==> config.mk <==
export PLATFORM = sky130hd
export DESIGN_NAME = spi_cmd_arbiter
export DESIGN_NICKNAME = d
export VERILOG_FILES = /design/src/rtl/spi_arb_pkg.sv /design/src/rtl/spi_rr_pick.sv /design/src/rtl/spi_cmd_arbiter.sv
export SDC_FILE = /design/constraint.sdc
export NUM_CORES = 1
export LEC_CHECK = 0
export CORE_MARGIN = 5
export CORE_UTILIZATION = 36
export CTS_CLUSTER_DIAMETER = 40
export DETAILED_ROUTE_END_ITERATION = 8
export GPL_TIMING_DRIVEN = 0
export HOLD_SLACK_MARGIN = 0.02
export PLACE_DENSITY = 0.79
export SETUP_SLACK_MARGIN = 0.05
export SKIP_LAST_GASP = 1
export SLEW_MARGIN = 25
export SYNTH_ARGS = -nofsm -noshare
export SYNTH_HDL_FRONTEND = slang
export SYNTH_SLANG_ARGS = --single-unit
==> constraint.sdc <==
create_clock -name clk -period 2.6 [get_ports clk]
set_input_delay 0.39 -clock clk [delete_from_list [all_inputs] [get_ports clk]]
set_output_delay 0.39 -clock clk [all_outputs]
set_load 0.02 [all_outputs]
==> src/rtl/spi_arb_pkg.sv <==
// Shared types and helpers for the SPI command arbiter: FSM state encoding,
// default bus widths and the rotating round-robin pick.
package spi_arb_pkg;

  localparam int SPI_ARB_ADDR_W = 7;
  localparam int SPI_ARB_DATA_W = 8;

  typedef enum logic [1:0] {
    S_IDLE  = 2'd0,
    S_ISSUE = 2'd1,
    S_GAP   = 2'd2
  } arb_state_t;

  // Index of the first set bit of valid, scanning upward from ptr+1 with wrap
  // over n requesters. Returns 0 when nothing is valid; callers qualify with |valid.
  function automatic int rr_pick(input logic [7:0] valid, input int ptr, input int n);
    int idx;
    int pick;
    logic found;
    pick  = 0;
    found = 1'b0;
    for (int k = 1; k <= 8; k++) begin
      idx = (ptr + k) % n;
      if (k <= n && !found && valid[idx[2:0]]) begin
        pick  = idx;
        found = 1'b1;
      end
    end
    return pick;
  endfunction

endpackage

==> src/rtl/spi_rr_pick.sv <==
// Combinational round-robin pick: first valid requester after ptr, with wrap.
module spi_rr_pick
  import spi_arb_pkg::*;
#(
  parameter int N_REQ = 3,
  parameter int PTR_W = 2
) (
  input  logic [N_REQ-1:0] req_valid,
  input  logic [PTR_W-1:0] ptr,
  output logic [PTR_W-1:0] grant_idx,
  output logic             grant_any
);

  logic [7:0] valid_ext;
  int         pick;

  always_comb begin
    valid_ext = 8'(req_valid);
    pick      = rr_pick(valid_ext, int'(ptr), N_REQ);
  end

  assign grant_idx = PTR_W'(pick);
  assign grant_any = |req_valid;

endmodule

==> src/rtl/spi_cmd_arbiter.sv <==
// Round-robin arbiter sharing one SPI command engine between N_REQ requesters,
// one command in flight. Define SPI_ARB_TIMEOUT_EN to enable the engine-hang watchdog.
//
//   state   | meaning
//   S_IDLE  | no command; arbitrate and latch the winner
//   S_ISSUE | drive cmd_* to the engine until matching ack (or watchdog abort)
//   S_GAP   | one idle cycle between commands, busy released
module spi_cmd_arbiter
  import spi_arb_pkg::*;
#(
  parameter int N_REQ       = 3,
  parameter int ADDR_W      = SPI_ARB_ADDR_W,
  parameter int DATA_W      = SPI_ARB_DATA_W,
  parameter int TIMEOUT_CYC = 65535
) (
  input  logic                     clk,
  input  logic                     rst_n,
  input  logic [N_REQ-1:0]         req_valid,
  input  logic [N_REQ-1:0]         req_wr,
  input  logic [N_REQ*ADDR_W-1:0]  req_addr,
  input  logic [N_REQ*DATA_W-1:0]  req_wdata,
  output logic [N_REQ-1:0]         req_done,
  output logic                     req_err,
  output logic [DATA_W-1:0]        rsp_rdata,
  output logic                     busy,
  output logic                     error,
  output logic                     cmd_read,
  output logic                     cmd_write,
  input  logic                     cmd_read_ack,
  input  logic                     cmd_write_ack,
  output logic [ADDR_W-1:0]        read_addr,
  output logic [ADDR_W-1:0]        write_addr,
  output logic [DATA_W-1:0]        write_data,
  input  logic [DATA_W-1:0]        read_data
);

  localparam int PTR_W = (N_REQ > 2) ? $clog2(N_REQ) : 1;

  if (N_REQ < 2 || N_REQ > 8 || TIMEOUT_CYC < 1) begin : g_cfg_check
    $error("spi_cmd_arbiter: N_REQ must be 2..8 and TIMEOUT_CYC >= 1");
  end

  arb_state_t          state_q, state_d;
  logic [PTR_W-1:0]    ptr_q, ptr_d;
  logic [PTR_W-1:0]    grant_idx;
  logic                grant_any;
  logic                wr_q, wr_d;
  logic [ADDR_W-1:0]   addr_q, addr_d;
  logic [DATA_W-1:0]   wdata_q, wdata_d;
  logic                cmd_rd_q, cmd_rd_d;
  logic                cmd_wr_q, cmd_wr_d;
  logic [N_REQ-1:0]    done_q, done_d;
  logic [DATA_W-1:0]   rdata_q, rdata_d;
  logic                busy_q, busy_d;
  logic                ack_hit;
`ifdef SPI_ARB_TIMEOUT_EN
  logic                err_q, err_d;
  logic                error_q, error_d;
  logic [31:0]         cnt_q, cnt_d;
`endif

  spi_rr_pick #(
    .N_REQ (N_REQ),
    .PTR_W (PTR_W)
  ) u_pick (
    .req_valid (req_valid),
    .ptr       (ptr_q),
    .grant_idx (grant_idx),
    .grant_any (grant_any)
  );

  always_comb begin
    state_d  = state_q;
    ptr_d    = ptr_q;
    wr_d     = wr_q;
    addr_d   = addr_q;
    wdata_d  = wdata_q;
    cmd_rd_d = cmd_rd_q;
    cmd_wr_d = cmd_wr_q;
    done_d   = '0;
    rdata_d  = rdata_q;
    busy_d   = busy_q;
`ifdef SPI_ARB_TIMEOUT_EN
    err_d    = 1'b0;
    error_d  = error_q;
    cnt_d    = cnt_q;
`endif
    // An ack only counts once the matching command is actually on the wire.
    ack_hit  = (cmd_wr_q & cmd_write_ack) | (cmd_rd_q & cmd_read_ack);

    case (state_q)
      S_IDLE: begin
        if (grant_any) begin
          wr_d    = req_wr[grant_idx];
          addr_d  = req_addr[int'(grant_idx)*ADDR_W +: ADDR_W];
          wdata_d = req_wdata[int'(grant_idx)*DATA_W +: DATA_W];
          ptr_d   = grant_idx;
          busy_d  = 1'b1;
          state_d = S_ISSUE;
`ifdef SPI_ARB_TIMEOUT_EN
          cnt_d   = '0;
`endif
        end
      end
      S_ISSUE: begin
        if (ack_hit) begin
          cmd_rd_d = 1'b0;
          cmd_wr_d = 1'b0;
          done_d   = N_REQ'(1) << ptr_q;
          if (!wr_q) rdata_d = read_data;
          state_d  = S_GAP;
        end
`ifdef SPI_ARB_TIMEOUT_EN
        else if (cnt_q == 32'(TIMEOUT_CYC)) begin
          cmd_rd_d = 1'b0;
          cmd_wr_d = 1'b0;
          done_d   = N_REQ'(1) << ptr_q;
          err_d    = 1'b1;
          rdata_d  = '0;
          error_d  = 1'b1;
          state_d  = S_GAP;
        end
`endif
        else begin
          cmd_wr_d = wr_q;
          cmd_rd_d = ~wr_q;
`ifdef SPI_ARB_TIMEOUT_EN
          cnt_d    = cnt_q + 32'd1;
`endif
        end
      end
      S_GAP: begin
        busy_d  = 1'b0;
        state_d = S_IDLE;
      end
      default: state_d = S_IDLE;
    endcase
  end

  always_ff @(posedge clk) begin
    if (!rst_n) begin
      state_q  <= S_IDLE;
      ptr_q    <= PTR_W'(N_REQ - 1);
      wr_q     <= 1'b0;
      addr_q   <= '0;
      wdata_q  <= '0;
      cmd_rd_q <= 1'b0;
      cmd_wr_q <= 1'b0;
      done_q   <= '0;
      rdata_q  <= '0;
      busy_q   <= 1'b0;
`ifdef SPI_ARB_TIMEOUT_EN
      err_q    <= 1'b0;
      error_q  <= 1'b0;
      cnt_q    <= '0;
`endif
    end else begin
      state_q  <= state_d;
      ptr_q    <= ptr_d;
      wr_q     <= wr_d;
      addr_q   <= addr_d;
      wdata_q  <= wdata_d;
      cmd_rd_q <= cmd_rd_d;
      cmd_wr_q <= cmd_wr_d;
      done_q   <= done_d;
      rdata_q  <= rdata_d;
      busy_q   <= busy_d;
`ifdef SPI_ARB_TIMEOUT_EN
      err_q    <= err_d;
      error_q  <= error_d;
      cnt_q    <= cnt_d;
`endif
    end
  end

  assign req_done   = done_q;
  assign rsp_rdata  = rdata_q;
  assign busy       = busy_q;
  assign cmd_read   = cmd_rd_q;
  assign cmd_write  = cmd_wr_q;
  assign read_addr  = addr_q;
  assign write_addr = addr_q;
  assign write_data = wdata_q;
`ifdef SPI_ARB_TIMEOUT_EN
  assign req_err    = err_q;
  assign error      = error_q;
`else
  assign req_err    = 1'b0;
  assign error      = 1'b0;
`endif

endmodule

### Congestion heat map

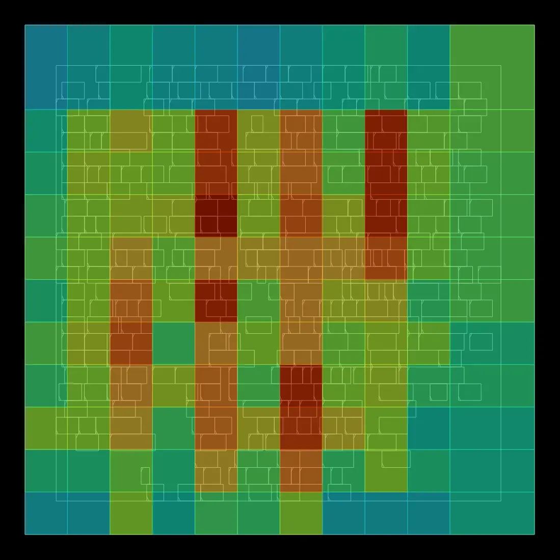
highest-utilization routing layer at the global route stage: met2
total global routing track utilization: 0.1609
global-route met3 utilization: 0.05315

==> notes.md <==
run results: status completed, power attributed to sequential cells roughly 0.68 mW, starting density of the core 0.3729, overflow left after global routing 0, Worst R2R End read_addr[4], fin nets 375, wire length of the first global-routing pass 8424 um, proportion of register bits with asynchronous set or reset after synthesis 0, logic gate fraction of the total cell area 0.3398, Via density 4.910, IO Port Bufs ~98, WL per Instance 14.72 um, estimated wirelength of the detail-placed design 4273 um, Comb. pwr 1.18 mW, initial antenna violation count 0, Worst Setup End Kind flop, post-synthesis register bit count 34, Setup CP Type flop to flop, Max clock buf depth 2, number of buffers created by CTS 5, maximum number of pins on one net before global-route repair 12
### Cells by drive strength

(6 px per um)
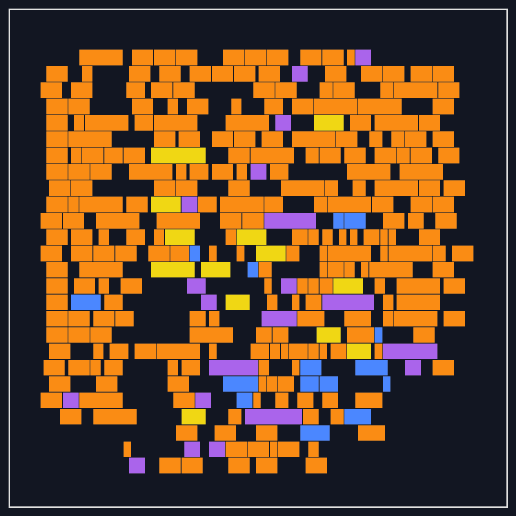
| colour | size | cells |
|---|---|---|
| orange | x1 and smaller | 258 |
| yellow | x6 and larger | 13 |
| purple | x3 and x4 | 20 |
| blue | x2 | 15 |
total of plain and repair buffers excluding clock buffers: 122
synthesis-to-finish area growth: 66.49%
post-route standard cell area excluding fillers: 3171 um^2
worst setup slack after layout: 159.9 ps

[critical path, stage by stage, from the launching register on]
cell and delay (ps):
dfxtp_4 380, inv_2 80, ha_2 230, ha_1 230
or2b_1 280, or3_2 430, o41ai_2 80, mux2i_4 180
buf_12 180, mux2i_2 170, a22oi_1 80
[sequential cells by signal (all words and copies together), names as in the netlist]
signal	count
busy	1
cmd_read	1
cmd_write	1
ptr_q	2
read_addr	7
req_done	3
rsp_rdata	8
state_q	2
wr_q	1
write_data	8
[metal layers]
layer | share of wire | wire length (um) | vias up | GRT usage
li1 | - | - | 926 | -
met1 | 0.39 | 2165 | 836 | 0.1839
met2 | 0.50 | 2755 | 75 | 0.2788
met3 | 0.096 | 530 | 9 | 0.05315
met4 | 0.015 | 82 | 0 | 0.05719
met5 | 0 | 0 | - | 0
Power and IR drop assume default switching activity.
